Figure 1. I/O nets highlighted (run 1).
Bar = 20 um.
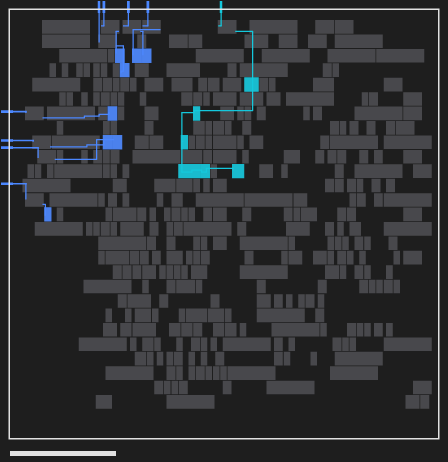
Figure 2. Sequential cells grouped by signal name (run 1).
Bar = 20 um.
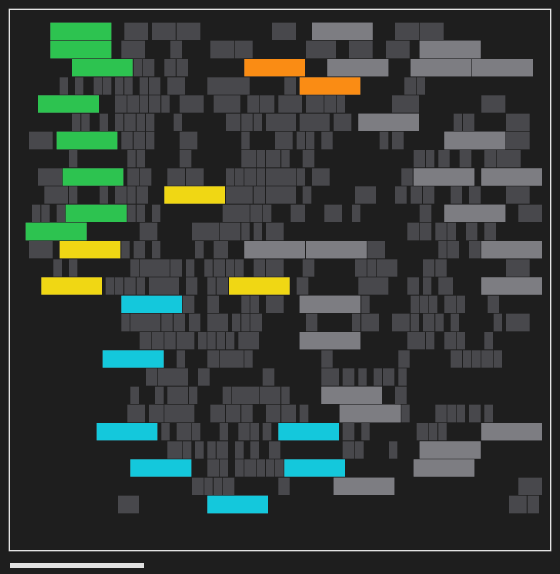
Figure 3. Congestion heat map (run 1).
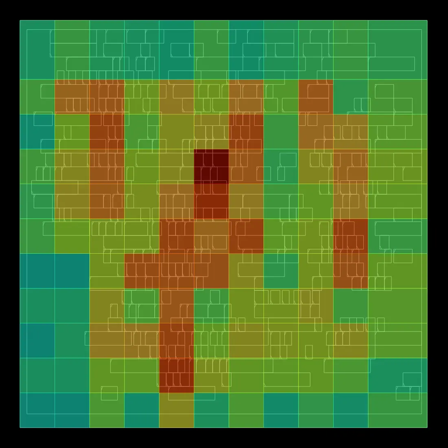
--- src/rtl/scan_cfg_ctrl_if.sv ---
// Host-side configuration bus for scan_cfg_ctrl.
//   cfg_data/cfg_valid/cfg_ready : configuration words, valid/ready handshake
//   rb_data/rb_valid             : readback words, one-cycle pulse, no backpressure
// master = host/programming interface, slave = controller.
interface scan_cfg_if #(
  parameter int unsigned WORD_W = 8
);
  logic [WORD_W-1:0] cfg_data;
  logic              cfg_valid;
  logic              cfg_ready;
  logic [WORD_W-1:0] rb_data;
  logic              rb_valid;

  modport master (
    output cfg_data, cfg_valid,
    input  cfg_ready, rb_data, rb_valid
  );

  modport slave (
    input  cfg_data, cfg_valid,
    output cfg_ready, rb_data, rb_valid
  );
endinterface

--- src/rtl/scan_cfg_ctrl.sv ---
// Scan configuration chain loader.
// Accepts host words over cfg (valid/ready), shifts them MSB-first onto the
// chain's scan input with scan enable asserted for exactly CHAIN_LEN cycles,
// and packs the bits displaced from the chain's scan output into readback words.
// Ports:
//   clk, rst_n   : chain clock, async active-low reset
//   start, abort : begin a load (IDLE only) / synchronous cancel
//   cfg          : host bus (cfg_data/valid/ready, rb_data/valid)
//   chain_si/en  : scan_in of first cell / scan_en of all cells
//   chain_so     : scan_out of last cell
//   busy, done   : LOAD/SHIFT indicator, one-cycle completion pulse
module scan_cfg_ctrl #(
  parameter int unsigned CHAIN_LEN = 64,
  parameter int unsigned WORD_W    = 8
) (
  input  logic        clk,
  input  logic        rst_n,
  input  logic        start,
  input  logic        abort,
  scan_cfg_if.slave   cfg,
  output logic        chain_si,
  output logic        chain_en,
  input  logic        chain_so,
  output logic        busy,
  output logic        done
);

  localparam int unsigned RW = $clog2(CHAIN_LEN + 1);
  localparam int unsigned BW = $clog2(WORD_W + 1);

  typedef enum logic [1:0] {
    S_IDLE,
    S_LOAD,
    S_SHIFT,
    S_DONE
  } state_t;

  state_t state, state_nxt;

  logic [RW-1:0]     rem;
  logic [BW-1:0]     bitcnt;
  logic [BW-1:0]     wlen;
  logic [WORD_W-1:0] sbuf;
  logic [WORD_W-2:0] rb_acc;
  logic [WORD_W-1:0] rb_next;
  logic [WORD_W-1:0] rb_data_q;
  logic              rb_valid_q;
  logic              ready;
  logic              take;
  logic              last_bit;
  logic              more;
  logic [BW-1:0]     load_bits;

  function automatic logic [BW-1:0] word_bits(input logic [RW-1:0] r);
    if (32'(r) >= WORD_W) return BW'(WORD_W);
    else                  return BW'(r);
  endfunction

  assign last_bit  = (bitcnt == BW'(1));
  assign more      = (rem > RW'(1));
  assign take      = ready && cfg.cfg_valid;
  // A reload on the last SHIFT cycle sees rem before this cycle's decrement.
  assign load_bits = word_bits((state == S_SHIFT) ? rem - RW'(1) : rem);
  assign rb_next   = {rb_acc, chain_so};

  always_ff @(posedge clk or negedge rst_n) begin
    if (!rst_n) state <= S_IDLE;
    else        state <= state_nxt;
  end

  always_comb begin
    state_nxt = state;
    ready     = 1'b0;
    chain_en  = 1'b0;
    case (state)
      S_IDLE: begin
        if (start) state_nxt = S_LOAD;
      end
      S_LOAD: begin
        ready = 1'b1;
        if (cfg.cfg_valid) state_nxt = S_SHIFT;
      end
      S_SHIFT: begin
        chain_en = 1'b1;
        if (last_bit) begin
          if (more) begin
            ready = 1'b1;
            if (!cfg.cfg_valid) state_nxt = S_LOAD;
          end else begin
            state_nxt = S_DONE;
          end
        end
      end
      S_DONE: state_nxt = S_IDLE;
      default: state_nxt = S_IDLE;
    endcase
    if (abort) state_nxt = S_IDLE;
  end

  always_ff @(posedge clk or negedge rst_n) begin
    if (!rst_n) begin
      rem        <= '0;
      bitcnt     <= '0;
      wlen       <= '0;
      sbuf       <= '0;
      rb_acc     <= '0;
      rb_data_q  <= '0;
      rb_valid_q <= 1'b0;
      busy       <= 1'b0;
      done       <= 1'b0;
    end else begin
      busy       <= (state_nxt == S_LOAD) || (state_nxt == S_SHIFT);
      done       <= (state_nxt == S_DONE);
      rb_valid_q <= 1'b0;
      if (abort) begin
        rem    <= '0;
        bitcnt <= '0;
        sbuf   <= '0;
      end else begin
        if (state == S_IDLE && start) rem <= RW'(CHAIN_LEN);
        if (chain_en) begin
          sbuf   <= sbuf << 1;
          rem    <= rem - RW'(1);
          bitcnt <= bitcnt - BW'(1);
          rb_acc <= rb_next[WORD_W-2:0];
          if (last_bit) begin
            // Left-align a partial word so its sampled bits sit at the top.
            rb_data_q  <= rb_next << (BW'(WORD_W) - wlen);
            rb_valid_q <= 1'b1;
          end
        end
        if (take) begin
          sbuf   <= cfg.cfg_data;
          bitcnt <= load_bits;
          wlen   <= load_bits;
        end
      end
    end
  end

  assign chain_si     = sbuf[WORD_W-1];
  assign cfg.cfg_ready = ready;
  assign cfg.rb_data  = rb_data_q;
  assign cfg.rb_valid = rb_valid_q;

endmodule

--- src/flat_wrapper.sv ---
// flat-port wrapper written by rule: the top's interface ports become plain ports
module scan_cfg_ctrl_flat 
#(
  parameter int unsigned CHAIN_LEN = 64,
  parameter int unsigned WORD_W    = 8
)
  (clk, rst_n, start, abort, chain_si, chain_en, chain_so, busy, done, cfg_cfg_data, cfg_cfg_valid, cfg_cfg_ready, cfg_rb_data, cfg_rb_valid);
  scan_cfg_if #(.WORD_W(WORD_W)) cfg_i ();
  input  logic clk;
  input  logic rst_n;
  input  logic start;
  input  logic abort;
  output logic chain_si;
  output logic chain_en;
  input  logic chain_so;
  output logic busy;
  output logic done;
  input wire logic [$bits(cfg_i.cfg_data)-1:0] cfg_cfg_data;
  input wire logic [$bits(cfg_i.cfg_valid)-1:0] cfg_cfg_valid;
  output wire logic [$bits(cfg_i.cfg_ready)-1:0] cfg_cfg_ready;
  output wire logic [$bits(cfg_i.rb_data)-1:0] cfg_rb_data;
  output wire logic [$bits(cfg_i.rb_valid)-1:0] cfg_rb_valid;
  assign cfg_i.cfg_data = cfg_cfg_data;
  assign cfg_i.cfg_valid = cfg_cfg_valid;
  assign cfg_cfg_ready = cfg_i.cfg_ready;
  assign cfg_rb_data = cfg_i.rb_data;
  assign cfg_rb_valid = cfg_i.rb_valid;
  scan_cfg_ctrl #(.CHAIN_LEN(CHAIN_LEN), .WORD_W(WORD_W)) u_core (.clk(clk), .rst_n(rst_n), .start(start), .abort(abort), .cfg(cfg_i), .chain_si(chain_si), .chain_en(chain_en), .chain_so(chain_so), .busy(busy), .done(done));
endmodule
--- config.mk ---
export PLATFORM = sky130hd
export DESIGN_NAME = scan_cfg_ctrl_flat
export DESIGN_NICKNAME = d
export VERILOG_FILES = /design/src/rtl/scan_cfg_ctrl_if.sv /design/src/rtl/scan_cfg_ctrl.sv /design/src/flat_wrapper.sv
export SDC_FILE = /design/constraint.sdc
export NUM_CORES = 1
export LEC_CHECK = 0
export ABC_AREA = 1
export CAP_MARGIN = 20
export CORE_UTILIZATION = 40
export CTS_BUF_LIST = sky130_fd_sc_hd__clkbuf_2
export CTS_CLUSTER_DIAMETER = 80
export DETAILED_ROUTE_END_ITERATION = 10
export SYNTH_ARGS = -nofsm -noshare
export SYNTH_HDL_FRONTEND = slang
export SYNTH_SLANG_ARGS = --single-unit
--- constraint.sdc ---
create_clock -name clk -period 2.1 [get_ports clk]
set_input_delay 0.21 -clock clk [delete_from_list [all_inputs] [get_ports clk]]
set_output_delay 0.21 -clock clk [all_outputs]
set_load 0.01 [all_outputs]
==> flow_summary.json, run 1 <==
{
  "fin_skew_ns": 0.0319,
  "regArea_mm2": 0.00108,
  "topCellsByArea": "dfrtp_1 (43%), nand2_1 (13%), o21ai_0 (9.5%), nand3_1 (6.5%), ha_1 (5.6%)",
  "clk_pin_slew_ns": 0.23,
  "worstHoldEndpoint": "u_core.sbuf[0]",
  "globalRouteOverflowTotal": 0,
  "crit_path_max_fanout": 4,
  "synth.cellmix.compoundShare_pct": 15.7,
  "antenna_found_initial": 0,
  "simple_gate_share_pct": 27.0,
  "num-fill-cells": 594,
  "status": "finished clean",
  "netSwitchingFraction_pct": 47.7,
  "routed_wl_um": 5470,
  "most_common_cell": "nand2_1",
  "core_area_mm2": 0.00596,
  "cp-start-kind": "register",
  "nets": 384,
  "worstSetupPathType": "reg2out",
  "inverters_excl_clock": 34,
  "final_antenna_net_count": 0,
  "max-vdd-ir-drop_mv": 0.460,
  "p_seq_share_pct": 32.5,
  "warnings": 31,
  "ys.flop_type": "dfrtp_1",
  "cts_hold_repair.buffers": 1,
  "intPower_mw": 2.06,
  "buffers": 43,
  "cp_slowest_cell": "dfrtp_1",
  "cts_tree": "done",
  "p_switching_mw": 1.88,
  "combGateArea_mm2": 0.00123,
  "yosysSeqAreaShare_pct": 43.4,
  "cpPeakStageDelay_ns": 0.46,
  "die-height_um": 80.7,
  "clock_cell_area_share_pct": 1.65,
  "whs_path_depth": 3,
  "synth_cell_type_count": 33,
  "tap_cells": 75,
  "clk_path_buf_depth": 2,
  "combinationalPowerShare_pct": 57.4,
  "synthTopCellsByCount": "nand2_1 (85), o21ai_0 (47), dfrtp_1 (43)",
  "dieArea_mm2": 0.00651,
  "layout_top_cell": "nand2_1",
  "reg2reg_depth": 11,
  "grt_pass1_wl_um": 9410,
  "root_buffer": "clkbuf_2",
  "std_cell_rows": 28,
  "fp.dieW_um": 80.7,
  "rrSetupSlack_ns": 0.18,
  "logic_gate_count": 232,
  "setup_ws_ns": 0.137,
  "flop-count": 43,
  "maxPowerGroup": "combinational logic",
  "grt_pass1_vias": 2067,
  "min_from": "cfg_cfg_data[0]",
  "synth_top_cell_by_area": "dfrtp_1",
  "drv_slew": 0,
  "areaGrowthSynthToFinish_pct": 19.4,
  "fin_crit_sh_pct": 93.5,
  "syn_nets": 344,
  "wl_per_cell_um": 12.6,
  "hold_class": "in2reg",
  "syn_area_mm2": 0.00248,
  "max_cap_viol_count": 0,
  "top_layer": "met4",
  "path_delay_family": "flip-flops",
  "async_flop_share_pct": 100,
  "crit_path_cell_trace": "inv_1 -> ha_1 -> inv_1 -> o21ai_2 -> nand3_2 -> nand2_2 -> a21boi_2 -> buf_2",
  "route.met3.wl_um": 220,
  "drive_gt1_share_pct": 12.8,
  "grt_util_all_layers_pct": 18.6,
  "ys_sh_mux_pct": 0,
  "area_share_nonclk_buffers_pct": 12.9,
  "adder_share_pct": 5.56,
  "tns_ns": 0,
  "yosys_area_mm2": 0.00248,
  "hpwl_um": 4010,
  "synth_flop_count": 43,
  "fp_util_pct": 41.6,
  "top_area_share_pct": 43.4,
  "ys_sh_xor_pct": 1.06,
  "syn_inst": 319,
  "clock-sinks": 43,
  "cp.required_ns": 1.89,
  "path_buffers": 3,
  "yosys_warnings": 0,
  "grt-busiest-layer": "met2",
  "cp-end-kind": "output port",
  "p_clk_share_pct": 10.1,
  "hold_viol": 0,
  "grt_max_degree": 44,
  "post_cts_buffers": 1,
  "antenna_cells": 0,
  "largest_class": "logic gates",
  "comb_share_pct": 41.5,
  "dr_total_vias": 2159,
  "wl_met2_um": 2600,
  "max_slew_margin_pct": 63.5,
  "insertion_delay_ns": 0.44,
  "rsz0062_at_grt": "false",
  "crit_arrival_ns": 1.75,
  "dr.pass1.iters": 5,
  "finalSetupViolCount": 0,
  "place_congestion": 0.831,
  "p_leak_nw": 1.46,
  "r2r_end": "u_core.bitcnt[0]",
  "detail_route.iter0.violations": 33,
  "path_common_cell": "inv_1",
  "synth.avg_cell_area_um2": 7.77,
  "drc": 0,
  "clock.fmax_ghz": 0.509,
  "clock_net_power_mw": 0.397,
  "htree_levels": 2,
  "p_per_area_mw_per_mm2": 1330
}
-- Figure 1 (at the start) --
cyan -> abort  # direction input, edge north, end cells 6, buffers 1, wire 57.8 um
blue -> cfg_cfg_data  # direction input, edge 4 west, 4 north, end cells 8, buffers 8, wire 103 um
port bufs: 27
num ports: 28

-- Figure 2 (at the start) --
yellow -> u_core.bitcnt  # sequential cells 4, where west
orange -> u_core.state  # sequential cells 2
green -> u_core.sbuf  # sequential cells 8, where north-west
cyan -> u_core.rem  # sequential cells 7
not colored = 22
flop share of the area: 36.4%
final core utilization: 49.7%
sequential group power: 1.28 mW

-- Figure 3 (at the start) --
met2 Usage GRT: 31.8%
met3 Usage GRT: 3.86%
grt met1 use: 23.7%

-- run 1: worst max-delay path by stage --
stage	start	endpoint	slack, ns	cells past startpoint
after floorplan	u_core.state[0]	u_core.busy	0.17	8
after CTS	u_core.state[0]	cfg_cfg_ready	0.001	7
final	u_core.rem[1]	cfg_cfg_ready	0.14	8
after detailed placement	u_core.rem[1]	u_core.bitcnt[0]	0.18	10
after global routing	u_core.rem[1]	cfg_cfg_ready	0.002	8
after global placement	u_core.rem[1]	u_core.bitcnt[0]	0.17	10
-- run 1: through the flow --
step,instance area (um2),hold slack [ns],instances,power (mW)
after floorplan,2480,-0.0856,319,2.88
after global placement,2880,0.322,423,3.52
after detailed placement,2880,0.327,423,3.52
after CTS,2940,0.291,433,3.94
after global routing,2960,0.296,435,4.37
final,2960,0.305,435,3.93
Figure 4. Zoomed window (run 1).
Bar = 10 um. Window x 8 to 33, y 8 to 33 um. Cells in gray, sequential cells in the stronger gray; small squares are vias.
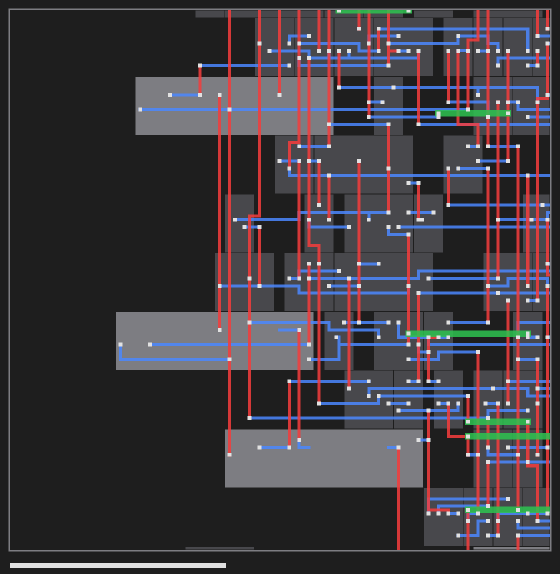

==> run 1 -> run 2 <==
- CELL_PAD_IN_SITES_DETAIL_PLACEMENT: default -> 0
- CELL_PAD_IN_SITES_GLOBAL_PLACEMENT: default -> 2
- CORE_UTILIZATION: 40 -> 34
- PLACE_DENSITY_LB_ADDON: default -> 0.1
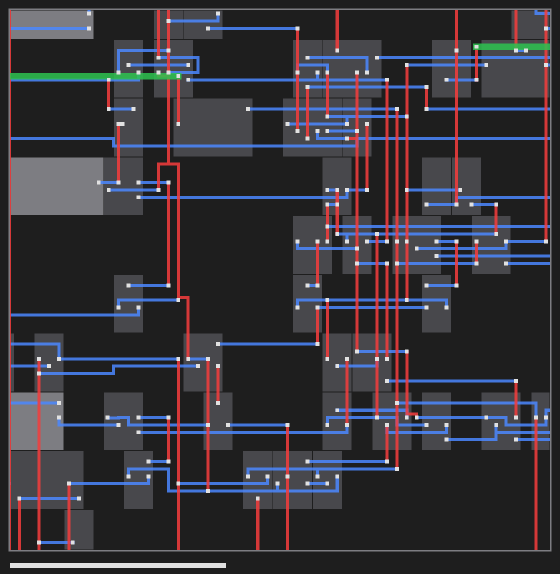
Figure 5: run 2, zoomed window.
Bar = 10 um. Window x 9 to 34, y 9 to 34 um. Cells in gray, sequential cells in the stronger gray; small squares are vias.
green -> M3
red -> M2
blue -> M1
most frequent = nand2_1 (15), o21ai_0 (7)
sequential cells in the window = 0
cells with their middle in the window = 37

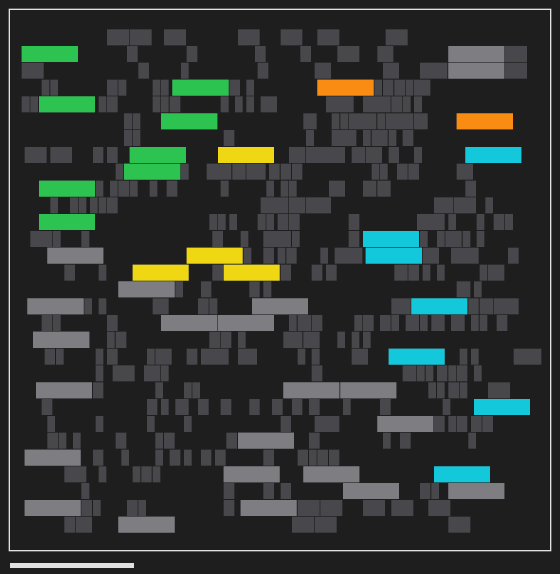
Figure 6: run 2, sequential cells grouped by signal name.
Bar = 20 um.
sequential group power: 1.27 mW
flop share of the area: 36.3%
storage element area: 0.00108 mm2

==> run 2 against run 1 <==
Net effect:
- core utilization down 6.8 points
- first-iteration DRC count rose to 2.7 times the previous value
- wire length grew 9.5%
- global-route usage fell by 1.5 points
- critical endpoint unchanged
- largest cell class unchanged
- largest power group unchanged
==> flow_summary.json, run 2 <==
{
  "status": "finished clean",
  "synth.cellmix.compoundShare_pct": 15.7,
  "min_period_ns": 1.89,
  "detail_route.iter0.violations": 88,
  "drv_slew": 0,
  "max-vdd-ir-drop_mv": 0.482,
  "grt-busiest-layer": "met2",
  "num-fill-cells": 744,
  "p_clk_share_pct": 9.0,
  "ys.flop_type": "dfrtp_1",
  "crit_path_cell_trace": "inv_1 -> ha_1 -> inv_1 -> nor2_2 -> nand2_2 -> a21boi_2 -> clkbuf_2",
  "p_leak_nw": 1.47,
  "met1_length_um": 3130,
  "hold_viol": 0,
  "dr.pass1.iters": 4,
  "p_seq_share_pct": 32.3,
  "dieArea_mm2": 0.00763,
  "io_pins": 28,
  "grt_util_all_layers_pct": 17.1,
  "warnings": 31,
  "simple_gate_share_pct": 27.0,
  "pg_comb_mw": 2.32,
  "synthTopCellsByCount": "nand2_1 (85), o21ai_0 (47), dfrtp_1 (43)",
  "fp_util_pct": 35.9,
  "path_buffers": 3,
  "clock-sinks": 43,
  "grt_pass1_vias": 2125,
  "nets": 383,
  "root_buffer": "clkbuf_2",
  "ys_cells": 319,
  "wl_met2_um": 2640,
  "insertion_delay_ns": 0.41,
  "htree_levels": 2,
  "clock.fmax_ghz": 0.530,
  "max_cap_viol_count": 0,
  "routed_wl_um": 5990,
  "stdcell_area_mm2": 0.00296,
  "synth.avg_cell_area_um2": 7.77,
  "antenna_found_initial": 0,
  "syn_inst": 319,
  "numCtsBuffers": 5,
  "die-height_um": 87.4,
  "yosysSeqAreaShare_pct": 43.4,
  "syn_nets": 344,
  "path_delay_family": "flip-flops",
  "areaGrowthSynthToFinish_pct": 19.6,
  "synth_cell_type_count": 33,
  "edf_count": 0,
  "adder_share_pct": 5.56,
  "fin_cells": 455,
  "cp-end-kind": "output port",
  "clk_pin_slew_ns": 0.23,
  "drive_gt1_share_pct": 11.4,
  "combinationalPowerShare_pct": 58.7,
  "syn_area_mm2": 0.00248,
  "worst_slew_pin_slew_ns": 0.584,
  "viasPerCell": 4.76,
  "p_switching_mw": 1.89,
  "globalRouteOverflowTotal": 0,
  "maxPowerGroup": "combinational logic",
  "hold_class": "in2reg",
  "layout_top_cell": "nand2_1",
  "path_depth": 7,
  "grt_use_met3_pct": 3.41,
  "post_cts_buffers": 2,
  "whs_path_depth": 3,
  "crit_path_max_fanout": 3,
  "path_common_cell": "inv_1",
  "crit_arrival_ns": 1.68,
  "ys_sh_xor_pct": 1.06,
  "grt_pass1_wl_um": 10100,
  "clock_net_power_mw": 0.356,
  "placed_cell_area_mm2": 0.00290,
  "grt_max_degree": 44,
  "p_per_area_mw_per_mm2": 1330,
  "cp-start-kind": "register",
  "synth_flop_count": 43,
  "cpPeakStageDelay_ns": 0.42,
  "dr_total_vias": 2165,
  "wl_per_cell_um": 13.2,
  "top_layer": "met4",
  "setup_ws_ns": 0.214,
  "cts_hold_repair.buffers": 1,
  "max_slew_margin_pct": 60.9,
  "cp.required_ns": 1.89,
  "reg2reg_depth": 11,
  "cp_slowest_cell": "dfrtp_1",
  "finalSetupViolCount": 0,
  "p_total_mw": 3.94,
  "worstSetupPathType": "reg2out",
  "fin_crit_sh_pct": 89.8,
  "core_area_mm2": 0.00691,
  "std_cell_rows": 30,
  "met1_usage_pct": 24.4,
  "intPower_mw": 2.05,
  "route.met3.wl_um": 161,
  "layout_top_cells": "nand2_1 (85), o21ai_0 (47), dfrtp_1 (43)",
  "synth_top_cell_by_area": "dfrtp_1",
  "fp.dieW_um": 87.4,
  "drc": 0,
  "hold_slack_ns": 0.303,
  "yosys_warnings": 0,
  "logic_family": "simple AND/OR/NAND/NOR gates",
  "port_buffers": 27,
  "fin_util_pct": 42.9,
  "hpwl_um": 4370,
  "netSwitchingFraction_pct": 48.0,
  "yosys_area_mm2": 0.00248,
  "post-place-ws_ns": 0.151,
  "rsz0062_at_grt": "false",
  "ys_sh_mux_pct": 0,
  "final_antenna_net_count": 0,
  "async_flop_share_pct": 100,
  "cts_resized": 1,
  "tns_ns": 0,
  "gr-usage-met2_pct": 26.1,
  "topCellsByArea": "dfrtp_1 (43%), nand2_1 (13%), o21ai_0 (9.5%), nand3_1 (6.5%), ha_1 (5.6%)",
  "fin_skew_ns": 0.0161,
  "place_congestion": 0.816,
  "top_area_share_pct": 43.4,
  "cts_tree": "done",
  "clk_path_buf_depth": 2,
  "antenna_cells": 0,
  "rrSetupSlack_ns": 0.22,
  "most_common_cell": "nand2_1",
  "placedCellCount": 444
}
run 2: cell counts after synthesis:
Identical to the previous run, type by type.
run 2: final timing paths:
| path | from | end |
|---|---|---|
| min | cfg_cfg_data[0] | u_core.sbuf[0] |
| max | u_core.state[0] | cfg_cfg_ready |
| min reg2reg | u_core.sbuf[0] | u_core.sbuf[0] |
| max in group asynchronous | rst_n | u_core.busy |
| min in group asynchronous | rst_n | u_core.cfg.rb_data[7] |
| max reg2reg | u_core.state[0] | u_core.sbuf[1] |
run 2: final cells by class:
cell class	count	area, um2	area share, %
multi-input combinational	232	1220	41.2
sequential	43	1080	36.3
timing repair buffer	42	378	12.7
inverter	34	130	4.39
tap	96	120	4.05
clock buffer	5	25.0	0.844
clock inverter	3	15.0	0.507
Figure 7. Logic cells by family (run 2).
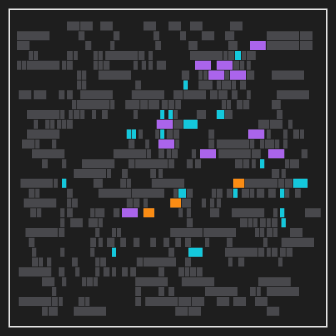

==> run 2 -> run 3 <==
- CORE_UTILIZATION: 34 -> 35
- DONT_BUFFER_PORTS: default -> 1
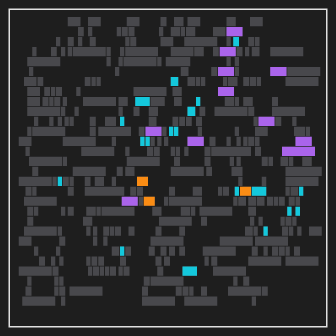
Figure 8: run 3, logic cells by family.
orange -> xor and xnor cells  # cells 3, most used xor2_1
purple -> fa/ha/maj cells  # cells 11, most used ha_1
cyan -> nor cells  # cells 19, most used nor2_1
Non-Filler Instances: 441
Comb/total area: 42.6%
most numerous logic cell after layout: nand2_1

==> run 3 against run 2 <==
Net effect:
- global-route usage grew 1.1 points
- clock skew up 0.012 ns
- hold slack got worse by 0.28 ns
- via count shrank 2.5%
- non-clock buffer count shrank 14
- total power up 5.5%
- core utilization shrank 0.13 points
- setup slack worse by 0.10 ns
- flip-flop count unchanged
- final area fell by 1.4%
- critical path depth increased by 1
- wire length up 2.9%
- largest power group unchanged
==> flow_summary.json, run 3 <==
{
  "maxPowerGroup": "combinational logic",
  "root_buffer": "clkbuf_2",
  "crit_end": "cfg_cfg_ready",
  "post_cts_buffers": 1,
  "path_buffers": 3,
  "fp_util_pct": 36.3,
  "r2r_end": "u_core.bitcnt[0]",
  "dieArea_mm2": 0.00742,
  "cts_resized": 1,
  "clock_net_power_mw": 0.617,
  "setup_ws_ns": 0.112,
  "areaGrowthSynthToFinish_pct": 18.0,
  "post-place-ws_ns": 0.116,
  "dr_total_vias": 2111,
  "pg_comb_mw": 2.23,
  "cp-start-kind": "register",
  "worstSetupPathType": "reg2out",
  "cts_hold_repair.buffers": 14,
  "cp-end-kind": "output port",
  "port_buffers": 0,
  "crit_path_max_fanout": 4,
  "drive_gt1_share_pct": 13.3,
  "intPower_mw": 2.25,
  "placedCellCount": 415,
  "simple_gate_share_pct": 27.0,
  "antenna_found_initial": 0,
  "synth.avg_cell_area_um2": 7.77,
  "wl_met2_um": 2780,
  "met1_usage_pct": 25.8,
  "io_pins": 28,
  "max_slew_margin_pct": 74.7,
  "insertion_delay_ns": 0.42,
  "fin_crit_sh_pct": 94.7,
  "rrSetupSlack_ns": 0.16,
  "p_seq_share_pct": 31.6,
  "warnings": 31,
  "fin_skew_ns": 0.0284,
  "clock.fmax_ghz": 0.503,
  "p_per_area_mw_per_mm2": 1420,
  "routed_wl_um": 6160,
  "path_delay_family": "flip-flops",
  "p_switching_mw": 1.91,
  "p_clk_share_pct": 14.8,
  "met1_length_um": 3130,
  "grt_max_degree": 44,
  "syn_nets": 344,
  "cts_tree": "done",
  "hpwl_um": 4360,
  "fp.dieW_um": 86.1,
  "tns_ns": 0,
  "rsz0062_at_grt": "false",
  "reg2reg_depth": 11,
  "logic_family": "simple AND/OR/NAND/NOR gates",
  "cpPeakStageDelay_ns": 0.45,
  "grt_use_met3_pct": 2.69,
  "crit_arrival_ns": 1.78,
  "wl_per_cell_um": 14.0,
  "syn_area_mm2": 0.00248,
  "fin_util_pct": 42.8,
  "htree_levels": 2,
  "synth_flop_count": 43,
  "path_depth": 8,
  "place_congestion": 0.740,
  "grt_pass1_wl_um": 10400,
  "numCtsBuffers": 5,
  "status": "finished clean",
  "cp.required_ns": 1.89,
  "grt-busiest-layer": "met2",
  "synth_cell_type_count": 33,
  "ys_sh_mux_pct": 0,
  "min_period_ns": 1.99,
  "syn_inst": 319,
  "max_cap_viol_count": 0,
  "clk_pin_slew_ns": 0.25,
  "route.met3.wl_um": 167,
  "edf_count": 0,
  "crit_path_cell_trace": "inv_1 -> ha_1 -> inv_1 -> o21ai_2 -> nand3_2 -> nand2_2 -> a21boi_4 -> buf_4",
  "antenna_cells": 0,
  "cp_slowest_cell": "dfrtp_1",
  "nets": 369,
  "max-vdd-ir-drop_mv": 0.754,
  "finalSetupViolCount": 0
}
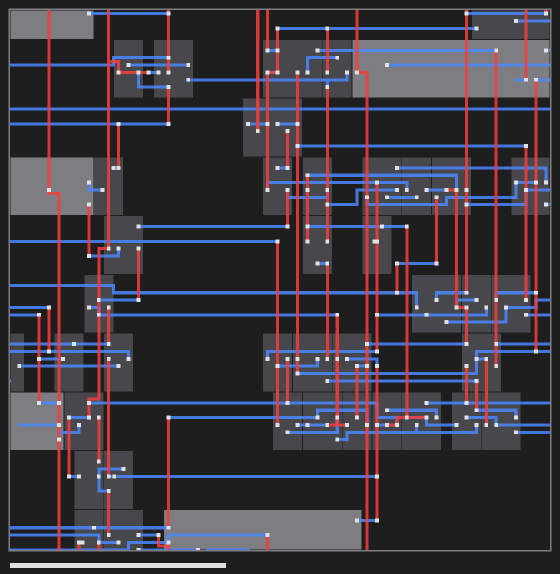
Figure 9: run 3, zoomed window.
Bar = 10 um. Window x 9 to 34, y 9 to 34 um. Cells in gray, sequential cells in the stronger gray; small squares are vias.
blue -> M1
red -> M2
netlist names of flops here include = u_core.rb_acc (1), u_core.wlen (1)
most frequent = nand2_1 (14), o21ai_0 (11), inv_1 (5)
cells with their middle in the window = 39
sequential cells in the window = 2

[run 3: final cells by class]
| class | count | area (um2) | share of cell area (%) |
|---|---|---|---|
| timing repair buffer | 28 | 263 | 8.99 |
| multi-input combinational | 232 | 1240 | 42.6 |
| tap | 96 | 120 | 4.11 |
| inverter | 34 | 130 | 4.45 |
| clock inverter | 2 | 60.1 | 2.05 |
| sequential | 43 | 1080 | 36.8 |
| clock buffer | 6 | 30.0 | 1.03 |
[run 3: worst register-to-register path: stages, from the launching register on]
cell	delay, ns
dfrtp_1	0.45
inv_1	0.12
ha_1	0.19
inv_1	0.06
o21ai_2	0.05
nand3_2	0.10
nand2_2	0.09
nand2_2	0.08
nand3_4	0.17
nor2_4	0.25
nand3_1	0.16
a21oi_1	0.15
Power figures rest on the tool's default switching activity, not on a simulated workload.
